### Routed metal per tile, run 1

The die is cut into 16 by 12 equal tiles; dark blue is low, red is high, scaled to the fullest tile. Values are wire area over tile area, all layers added.
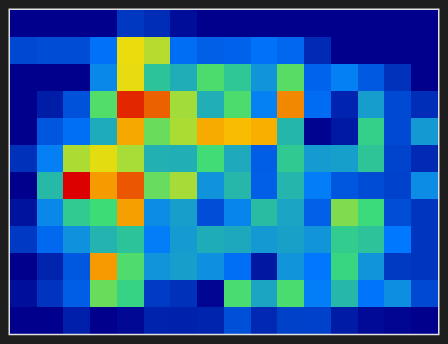
### Clock network drawn from the DEF, run 1

The bar under the picture is 20 um long.
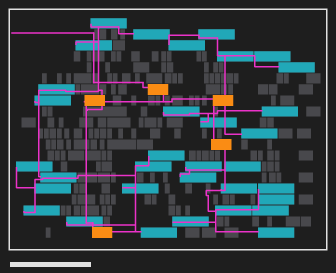
### Sizing map, run 1

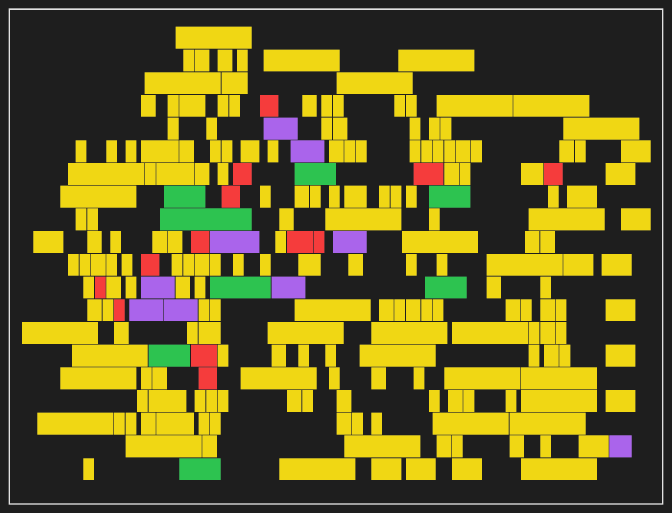
### Sequential cells coloured by netlist name, run 1

The bar under the picture is 20 um long. Other sequential cells in the stronger grey, the rest of the logic in the fainter grey.
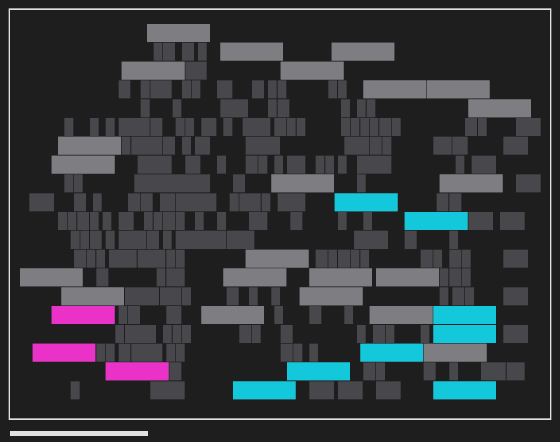
--- config.mk ---
export PLATFORM = sky130hd
export DESIGN_NAME = uart_rx
export DESIGN_NICKNAME = d
export VERILOG_FILES = /design/src/rtl/uart_rx.sv
export SDC_FILE = /design/constraint.sdc
export NUM_CORES = 1
export LEC_CHECK = 0
export ABC_AREA = 1
export CORE_ASPECT_RATIO = 0.75
export CORE_UTILIZATION = 40
export DETAILED_ROUTE_END_ITERATION = 10
export PLACE_DENSITY = 0.58
export SYNTH_ARGS = -nofsm -noshare
export SYNTH_HDL_FRONTEND = slang
export SYNTH_SLANG_ARGS = --single-unit
--- constraint.sdc ---
create_clock -name clk -period 2.05 [get_ports clk]
set_input_delay 0.41 -clock clk [delete_from_list [all_inputs] [get_ports clk]]
set_output_delay 0.41 -clock clk [all_outputs]
set_load 0.05 [all_outputs]
--- src/rtl/uart_rx.sv ---
// uart_rx: serial receiver for 1 start, WORD_LENGHT data bits (LSB first),
// 1 even-parity bit and 1 stop bit. Each received word is latched into a
// holding register, with parity, framing and overrun flags alongside it.
// Optional feature: define UART_RX_PARITY_CHECK_EN to compare the parity bit.
// When the macro is undefined the parity bit is still consumed, but
// Parity_error is tied low and no parity XOR tree is built.
module uart_rx #(
    parameter int WORD_LENGHT  = 8,
    parameter int CLKS_PER_BIT = 1
) (
    input  logic                   clk,
    input  logic                   rst,
    input  logic                   Rx_in,
    input  logic                   Rx_clear,
    output logic [WORD_LENGHT-1:0] Rx_out,
    output logic                   Rx_valid,
    output logic                   Parity_error,
    output logic                   Frame_error,
    output logic                   Overrun
);

    // Smallest r with 2**r >= value; sizes the data bit counter.
    function automatic int ceil_log2(input int value);
        int r;
        r = 0;
        for (int i = 0; i < 32; i++) begin
            if ((1 << r) < value) begin
                r = r + 1;
            end
        end
        return r;
    endfunction

    localparam int BIT_CNT_W_RAW = ceil_log2(WORD_LENGHT);
    localparam int BIT_CNT_W     = (BIT_CNT_W_RAW < 1) ? 1 : BIT_CNT_W_RAW;

    localparam logic [BIT_CNT_W-1:0] LAST_BIT = BIT_CNT_W'(WORD_LENGHT - 1);

    // Divider reloads: a countdown that reaches zero on the sampling edge.
    localparam logic [7:0] FULL_BIT_RELOAD = 8'(CLKS_PER_BIT - 1);
    localparam logic [7:0] HALF_BIT_RELOAD = 8'((CLKS_PER_BIT / 2) - 1);

    // With one clock per bit the start bit needs no mid-bit re-check.
    localparam bit SINGLE_CLK = (CLKS_PER_BIT == 1);

    typedef enum logic [2:0] {
        ARM,
        IDLE,
        START,
        DATA,
        PARITY,
        STOP
    } state_t;

    state_t                 state;
    logic [7:0]             div_cnt;
    logic [BIT_CNT_W-1:0]   bit_cnt;
    logic [WORD_LENGHT-1:0] shift_reg;
    logic [WORD_LENGHT-1:0] shift_next;
    logic                   sample_now;

`ifdef UART_RX_PARITY_CHECK_EN
    logic parity_bit;
    logic parity_mismatch;

    // Even parity: the received parity bit must equal the XOR of the data.
    assign parity_mismatch = (^shift_reg) != parity_bit;
`else
    assign Parity_error = 1'b0;
`endif

    // The divider has reached the middle of the current bit.
    assign sample_now = (div_cnt == 8'd0);

    // Right-shift with the new bit entering at the MSB, so D0 ends in bit 0.
    always_comb begin
        shift_next = shift_reg >> 1;
        shift_next[WORD_LENGHT-1] = Rx_in;
    end

    // Receive state machine, holding register and error flags.
    always_ff @(posedge clk or negedge rst) begin
        if (!rst) begin
            state        <= ARM;
            div_cnt      <= 8'd0;
            bit_cnt      <= '0;
            shift_reg    <= '0;
            Rx_out       <= '0;
            Rx_valid     <= 1'b0;
            Frame_error  <= 1'b0;
            Overrun      <= 1'b0;
`ifdef UART_RX_PARITY_CHECK_EN
            parity_bit   <= 1'b0;
            Parity_error <= 1'b0;
`endif
        end else begin
            if (Rx_clear) begin
                Rx_valid     <= 1'b0;
                Frame_error  <= 1'b0;
                Overrun      <= 1'b0;
`ifdef UART_RX_PARITY_CHECK_EN
                Parity_error <= 1'b0;
`endif
            end

            case (state)
                ARM: begin
                    if (Rx_in) begin
                        state <= IDLE;
                    end
                end

                IDLE: begin
                    if (!Rx_in) begin
                        bit_cnt <= '0;
                        if (SINGLE_CLK) begin
                            div_cnt <= FULL_BIT_RELOAD;
                            state   <= DATA;
                        end else begin
                            div_cnt <= HALF_BIT_RELOAD;
                            state   <= START;
                        end
                    end
                end

                START: begin
                    if (!sample_now) begin
                        div_cnt <= div_cnt - 8'd1;
                    end else if (!Rx_in) begin
                        div_cnt <= FULL_BIT_RELOAD;
                        state   <= DATA;
                    end else begin
                        state <= IDLE;
                    end
                end

                DATA: begin
                    if (sample_now) begin
                        shift_reg <= shift_next;
                        div_cnt   <= FULL_BIT_RELOAD;
                        if (bit_cnt == LAST_BIT) begin
                            state <= PARITY;
                        end else begin
                            bit_cnt <= bit_cnt + 1'b1;
                        end
                    end else begin
                        div_cnt <= div_cnt - 8'd1;
                    end
                end

                PARITY: begin
                    if (sample_now) begin
`ifdef UART_RX_PARITY_CHECK_EN
                        parity_bit <= Rx_in;
`endif
                        div_cnt <= FULL_BIT_RELOAD;
                        state   <= STOP;
                    end else begin
                        div_cnt <= div_cnt - 8'd1;
                    end
                end

                STOP: begin
                    if (sample_now) begin
                        Rx_out      <= shift_reg;
                        Rx_valid    <= 1'b1;
                        Frame_error <= ~Rx_in;
                        Overrun     <= Rx_clear ? 1'b0 : (Overrun | Rx_valid);
`ifdef UART_RX_PARITY_CHECK_EN
                        Parity_error <= parity_mismatch;
`endif
                        state <= Rx_in ? IDLE : ARM;
                    end else begin
                        div_cnt <= div_cnt - 8'd1;
                    end
                end

                default: begin
                    state <= ARM;
                end
            endcase
        end
    end

endmodule

==> results.yml, run 1 <==
# implementation run metrics
status:
  status: "completed"
critical_path:
  crit_slowest_cell: "clkdlybuf4s50_1"
  critical_path_arrival_ps: 1460
  ff2ff_path_depth: 9
  cp.depth: 1
  cp-start-kind: "register"
  rrSetupSlack_ps: 450
  critPathBufInv: 1
  startpoint: "Rx_out[0]"
  cp_max_fo: 2
  cp_cell_sequence: "clkdlybuf4s50_1"
  end_kind: "output pin"
  r2r_start: "div_cnt[0]"
  cp.required_ps: 1640
  crit_type: "reg -> out"
  cp_top_family: "buffers and inverters"
  cp_slowest_stage_delay_ps: 810
floorplan:
  num_io_pins: 16
  chip_area_sq_um: 4620
  die_w_um: 78.1
  dieHeight_um: 59.1
  tap-cell-count: 55
  fp_util_pct: 42.3
  fp-row-count: 20
  core-area_sq_um: 4100
worst_hold_path:
  hold_path_class: "reg -> reg"
  worstHoldStart: "bit_cnt[0]"
  hold_end: "bit_cnt[0]"
  hold_path_depth: 1
final_layout:
  final_cell_mix: "nand2_1 (62), dfrtp_1 (33), inv_1 (21), o21ai_1 (18)"
  diodes: 0
  final_nets: 233
  logic_gates: 146
  buffers: 15
  drive_above_1_share_pct: 13.3
  layout.cells.non_filler: 281
  area_dominant_class: "registers"
  seq_cells: 33
  buffer_area_share_pct: 7.28
  clk_share_pct: 5.74
  syn_to_final_growth_pct: 16.7
  final-comb-area_sq_um: 779
  fillers: 404
  comb-cell-share_pct: 38.4
  inv_count: 24
  clkbuf_count: 7
final_timing:
  maxSlewViolCount: 0
  rsz0062_at_grt: "false"
  fmax_mhz: 535
  final-hold-violation-count: 0
  finalCritPeriodShare_pct: 91.1
  fin_crit_ps: 1870
  whs_ps: 485
  final-setup-viol-count: 0
pwr:
  power_mw: 1.31
  swShare_pct: 19.8
  comb-power_uw: 26.8
  power_switching_uw: 260
  pwr-share-comb_pct: 2.0
  top_power_group: "registers"
  leakage_nw: 1.00
  seq_power_uw: 651
  seq_power_share_pct: 49.6
cts:
  cts_made_buffers: 5
  clk_pin_slew_ps: 70
  post_cts_buffers: 0
  root_buffer: "clkbuf_8"
  clock-sinks: 33
  post_cts_resized: 0
  ctsHtreeMaxLevel: 2
  cts_tree: "done"
  cts_buffer_depth: 2
drt:
  wl_met3_um: 107
  drt_iter0_drc: 67
  routed.top_layer: "met4"
  wl_met1_mm: 1.75
  drc_errors: 0
  dr.pass1.iters: 4
  via_per_inst: 4.74
global_routing:
  grt-busiest-layer: "met2"
  met1_usage_pct: 22.4
  grt_max_degree: 34
  grt-ovfl-total: 0
  first_global_vias: 1252
logic_synthesis:
  yosysTopAreaCell: "dfrtp_1"
  syn-cell-area_sq_um: 1740
  netlist_instances: 208
  simple_gate_area_share_pct: 29.4
  ys_sh_mux_pct: 0
  ys_sh_adder_pct: 2.88
  ys.warnings.count: 0
  async_flop_share_pct: 100
  synthAoiAreaFrac_pct: 11.3
  ys_ff: 33
  synth_top_area_share_pct: 47.5
  yosys.cell_count.top_type: "nand2_1"
  topCellsByArea: "dfrtp_1 (48%), nand2_1 (13%), o21ai_1 (5.2%)"
  ff_type: "dfrtp_1"
  topCombFamilyByArea: "simple AND/OR/NAND/NOR gates"
  edf_count: 0
  common_cells: "nand2_1 (62), dfrtp_1 (33), inv_1 (21)"
placed_design:
  io_buffers: 14
  dp_cells: 273
flow_run:
  warnings: 27
  drv_cap: 0
## Picture notes: 'Routed metal per tile'
- mean over tiles: 0.11
- fullest tile: 0.38
- tiles over half the peak: 18%
- nearly empty tiles: 17%
- emptiest ninth of the die: top right
Via Count: 1333
GRT Resource Usage Total: 16.4%
WL final: 3.19 mm
wire length per cell: 11.3 um

## Picture notes: 'Clock network drawn from the DEF'
- magenta: clock wires (length 482 um)
- cyan: flip-flops (count 33)
- orange: cells driving clock nets (count 5)
- routed clock nets: 6
clk pwr: 636 uW
Clock power frac: 48.4%
Latency at later pin: 280 ps
Layout Skew: 3.77 ps

## Picture notes: 'Sizing map'
- yellow: drive 1 or less (cells 196; share 87%; most used nand2_1)
- red: drive 2 (cells 13; share 5.8%; most used nand2_2)
- green: drive 6 and up (cells 8; share 3.5%; most used clkbuf_8)
- purple: drive 3 to 4 (cells 9; share 4.0%; most used nand2_4)
post-route cell area: 2030 sq um
post-route setup slack: 182 ps

## Picture notes: 'Sequential cells coloured by netlist name'
- magenta: `bit_cnt` (flops 3)
- cyan: `Rx_out` (flops 8; where bottom right)
- not coloured: 22
Flop area: 826 sq um
final core utilization: 49.4%
fraction of area in registers: 40.7%

--- run 2 (diff from run 1) ---
HOLD_SLACK_MARGIN = 0.12   (was not set)
TNS_END_PERCENT = 5   (was not set)
### Sizing map, run 2

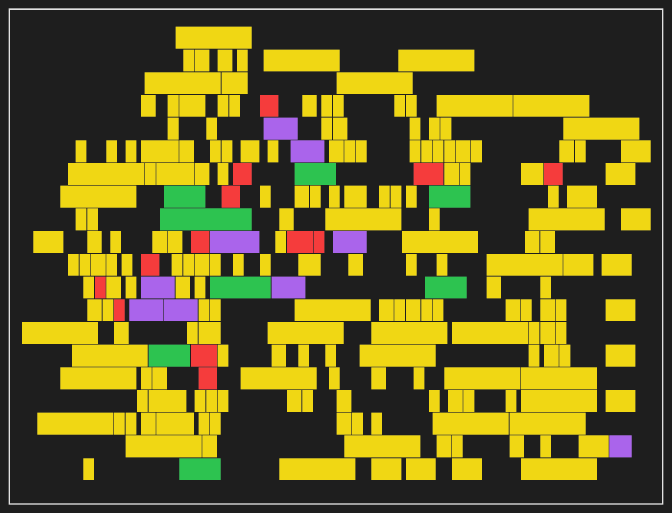
- purple: drive 3 to 4 (cells 9; share 4.0%; most used nand2_4)
- red: drive 2 (cells 13; share 5.8%; most used nand2_2)
- yellow: drive 1 or less (cells 196; share 87%; most used nand2_1)
- green: drive 6 and up (cells 8; share 3.5%; most used clkbuf_8)
area grow syn2layout: 16.7%
Repair and plain buffers: 15

### Sequential cells coloured by netlist name, run 2

The bar under the picture is 20 um long. Other sequential cells in the stronger grey, the rest of the logic in the fainter grey.
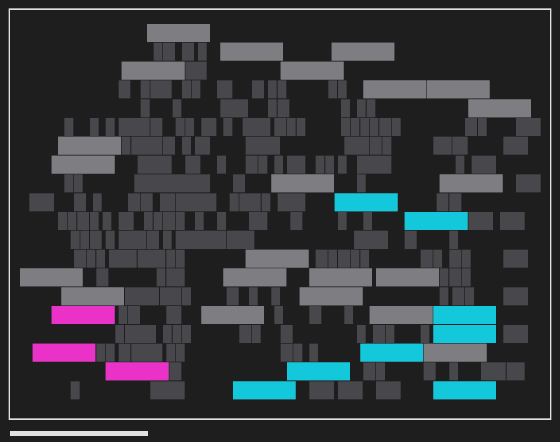
- magenta: `bit_cnt` (flops 3)
- cyan: `Rx_out` (flops 8; where bottom right)
Seq power: 651 uW

==> run 2 against run 1 <==
Net effect: final cell count is the same; via count is the same; sequential share of layout area is the same; clock skew is the same; highest routed layer unchanged; die size is the same; clock power is essentially flat; cell area is the same; largest cell class unchanged; non-clock buffer count is the same; first-iteration DRC count is the same; utilization is the same; setup slack is the same; largest power group unchanged.
==> results.yml, run 2 <==
# implementation run metrics
status:
  status: "completed"
cts:
  root_buffer: "clkbuf_8"
  cts_buffer_depth: 2
  cts_tree: "done"
  ctsHtreeMaxLevel: 2
floorplan:
  fp-row-count: 20
  core-area_sq_um: 4100
  dieHeight_um: 59.1
worst_hold_path:
  hold_end: "bit_cnt[0]"
  worstHoldStart: "bit_cnt[0]"
  hold_path_depth: 1
  hold_path_class: "reg -> reg"
final_layout:
  seq_share_pct: 40.7
  clkbuf_count: 7
  final_nets: 233
  area_dominant_class: "registers"
  logic_gates: 146
  fin_util_pct: 49.4
  inv_count: 24
  diodes: 0
  layout.cells.non_filler: 281
  final-comb-area_sq_um: 779
  final_cell_mix: "nand2_1 (62), dfrtp_1 (33), inv_1 (21), o21ai_1 (18)"
  clk_share_pct: 5.74
logic_synthesis:
  ys.warnings.count: 0
  yosys.cell_count.top_type: "nand2_1"
  ys_sh_mux_pct: 0
  synthAoiAreaFrac_pct: 11.3
  topCombFamilyByArea: "simple AND/OR/NAND/NOR gates"
  ys_ff: 33
  synth_top_area_share_pct: 47.5
  async_flop_share_pct: 100
  syn-cell-area_sq_um: 1740
  ys_sh_adder_pct: 2.88
  edf_count: 0
final_timing:
  fmax_mhz: 535
  skew_ps: 3.77
  final-setup-viol-count: 0
  fin_crit_ps: 1870
  final-hold-violation-count: 0
  whs_ps: 485
critical_path:
  cp_top_family: "buffers and inverters"
  ff2ff_path_depth: 9
  startpoint: "Rx_out[0]"
  cp.depth: 1
  cp_slowest_stage_delay_ps: 810
  end_kind: "output pin"
  cp_max_fo: 2
  critPathBufInv: 1
  crit_type: "reg -> out"
pwr:
  top_power_group: "registers"
  p_clk_share_pct: 48.4
  power_mw: 1.31
  comb-power_uw: 26.8
  pwr-share-comb_pct: 2.0
drt:
  drt_iter0_drc: 67
  wl_met1_mm: 1.75
  dr.pass1.iters: 4
  drc_errors: 0
  routed.top_layer: "met4"
global_routing:
  grt-busiest-layer: "met2"
  grt-ovfl-total: 0
placed_design:
  dp_cells: 273
flow_run:
  drv_cap: 0
### Clock network drawn from the DEF, run 2

The bar under the picture is 20 um long.
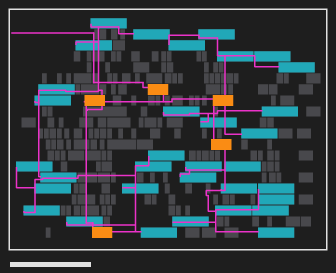
- orange: cells driving clock nets (count 5)
- cyan: flip-flops (count 33)
- magenta: clock wires (length 482 um)
- routed clock nets: 6
- flops lie: widely spread

### Cell outlines without signal wires, run 2

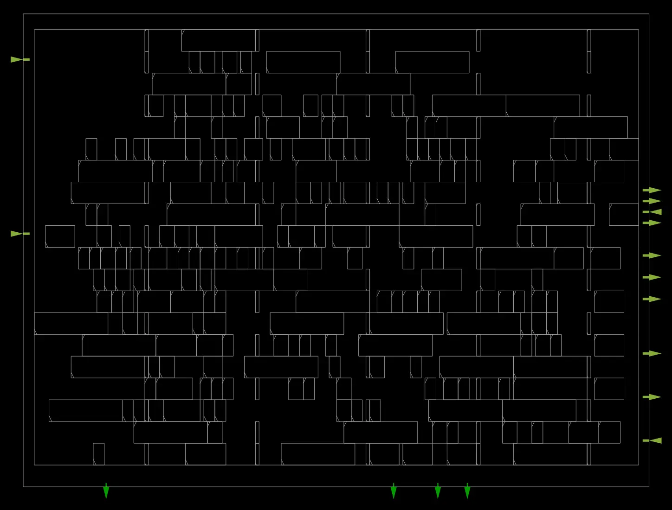

--- run 3 (diff from run 2) ---
REMOVE_ABC_BUFFERS = 1   (was not set)
### Cell outlines without signal wires, run 3

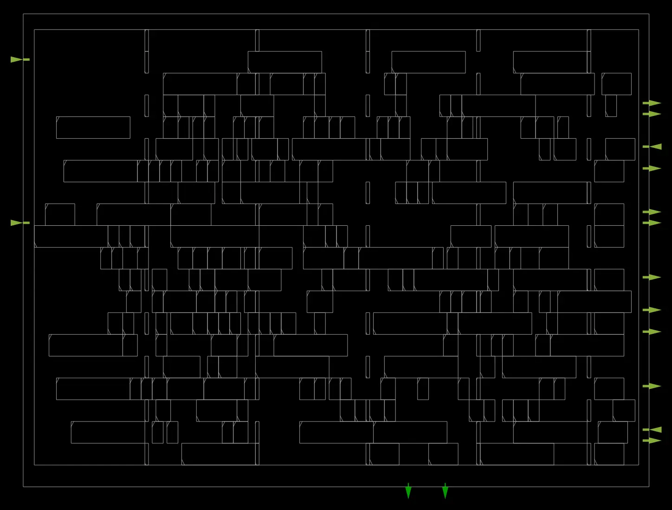
core area: 4100 sq um
fill count: 396
Layout Cells excl Fill: 281
TAP cells: 55

### Clock network drawn from the DEF, run 3

The bar under the picture is 20 um long.
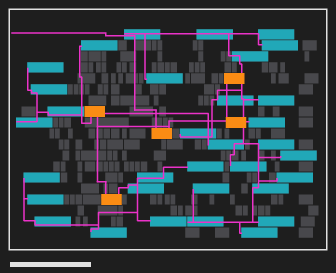
- magenta: clock wires (length 497 um)
- orange: cells driving clock nets (count 5)
- cyan: flip-flops (count 33)
- flops lie: widely spread
Clock power frac: 48.6%
clk pwr: 640 uW
Layout Skew: 5.33 ps

### Routed metal per tile, run 3

The die is cut into 16 by 12 equal tiles; dark blue is low, red is high, scaled to the fullest tile. Values are wire area over tile area, all layers added.
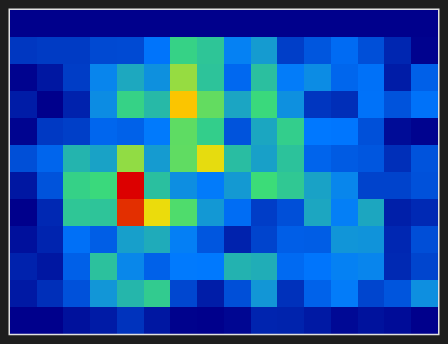
- mean over tiles: 0.11
- tiles over half the peak: 5.7%
- nearly empty tiles: 15%
- densest ninth of the die: middle
WL final: 3.24 mm
wire length per cell: 11.5 um
Via Count: 1318
GRT Resource Usage Total: 16.6%

==> run 3 against run 2 <==
Net effect: worst hold slack improved by 0.59 ps; sequential share of layout area did not move; register-to-register slack barely moved; final cell count did not move; fmax rose by 0.42%; sequential power barely moved; clock power rose by 0.6%; total power rose by 0.37%; critical endpoint unchanged; largest cell class unchanged.
==> results.yml, run 3 <==
# implementation run metrics
status:
  status: "completed"
cts:
  post_cts_resized: 0
  cts_tree: "done"
  clock-sinks: 33
  ctsHtreeMaxLevel: 2
  clk_latency_ps: 280
  clk_pin_slew_ps: 70
  post_cts_buffers: 0
  root_buffer: "clkbuf_8"
logic_synthesis:
  ff_type: "dfrtp_1"
  ys.warnings.count: 0
  ys_sh_adder_pct: 2.88
  synth_top_area_share_pct: 47.5
  simple_gate_area_share_pct: 29.4
  topCellsByArea: "dfrtp_1 (48%), nand2_1 (13%), o21ai_1 (5.2%)"
  synthAoiAreaFrac_pct: 11.3
  ys_sh_mux_pct: 0
  yosysTopAreaCell: "dfrtp_1"
  edf_count: 0
  yosys.cell_count.top_type: "nand2_1"
  common_cells: "nand2_1 (62), dfrtp_1 (33), inv_1 (21)"
  topCombFamilyByArea: "simple AND/OR/NAND/NOR gates"
final_timing:
  final-setup-viol-count: 0
  rsz0062_at_grt: "false"
  maxSlewViolCount: 0
  fin_crit_ps: 1860
  whs_ps: 486
  finalCritPeriodShare_pct: 90.7
  final-hold-violation-count: 0
  setup_ws_ps: 190
placed_design:
  io_buffers: 14
  dp_cells: 273
critical_path:
  cp.depth: 1
  crit_slowest_cell: "clkdlybuf4s50_1"
  cp.required_ps: 1640
  cp-start-kind: "register"
  cp_cell_sequence: "clkdlybuf4s50_1"
  crit_type: "reg -> out"
  cp_max_fo: 2
  critical_path_arrival_ps: 1450
  rrSetupSlack_ps: 460
  cp_slowest_stage_delay_ps: 810
  end_kind: "output pin"
  ff2ff_path_depth: 9
  r2r_start: "div_cnt[0]"
  critPathBufInv: 1
  startpoint: "Rx_out[0]"
floorplan:
  chip_area_sq_um: 4620
  num_io_pins: 16
  fp_util_pct: 42.3
  die_w_um: 78.1
  dieHeight_um: 59.1
flow_run:
  warnings: 26
  drv_cap: 0
worst_hold_path:
  worstHoldStart: "Rx_out[0]"
  hold_end: "Rx_out[0]"
  hold_path_depth: 2
drt:
  via_per_inst: 4.69
  wl_met1_mm: 1.82
  wl_met3_um: 147
  drt_iter0_drc: 75
  drc_errors: 0
  dr.pass1.iters: 4
pwr:
  seq_power_share_pct: 49.4
  power_switching_uw: 264
  power_mw: 1.32
  leakage_nw: 1.00
  swShare_pct: 20.1
  seq_power_uw: 651
global_routing:
  grt-busiest-layer: "met1"
  met1_usage_pct: 24.5
  first_global_vias: 1204
  grt-ovfl-total: 0
final_layout:
  clkbuf_count: 7
  final_cell_area_sq_um: 2030
  inv_count: 24
  drive_above_1_share_pct: 13.3
  diodes: 0
  syn_to_final_growth_pct: 16.7
  buffer_area_share_pct: 7.28
  final-comb-area_sq_um: 779
  area_dominant_class: "registers"
  comb-cell-share_pct: 38.4
  seq_share_pct: 40.7
  clk_share_pct: 5.74
  final_cell_mix: "nand2_1 (62), dfrtp_1 (33), inv_1 (21), o21ai_1 (18)"
  buffers: 15
Power is estimated from default activity; no workload was simulated.
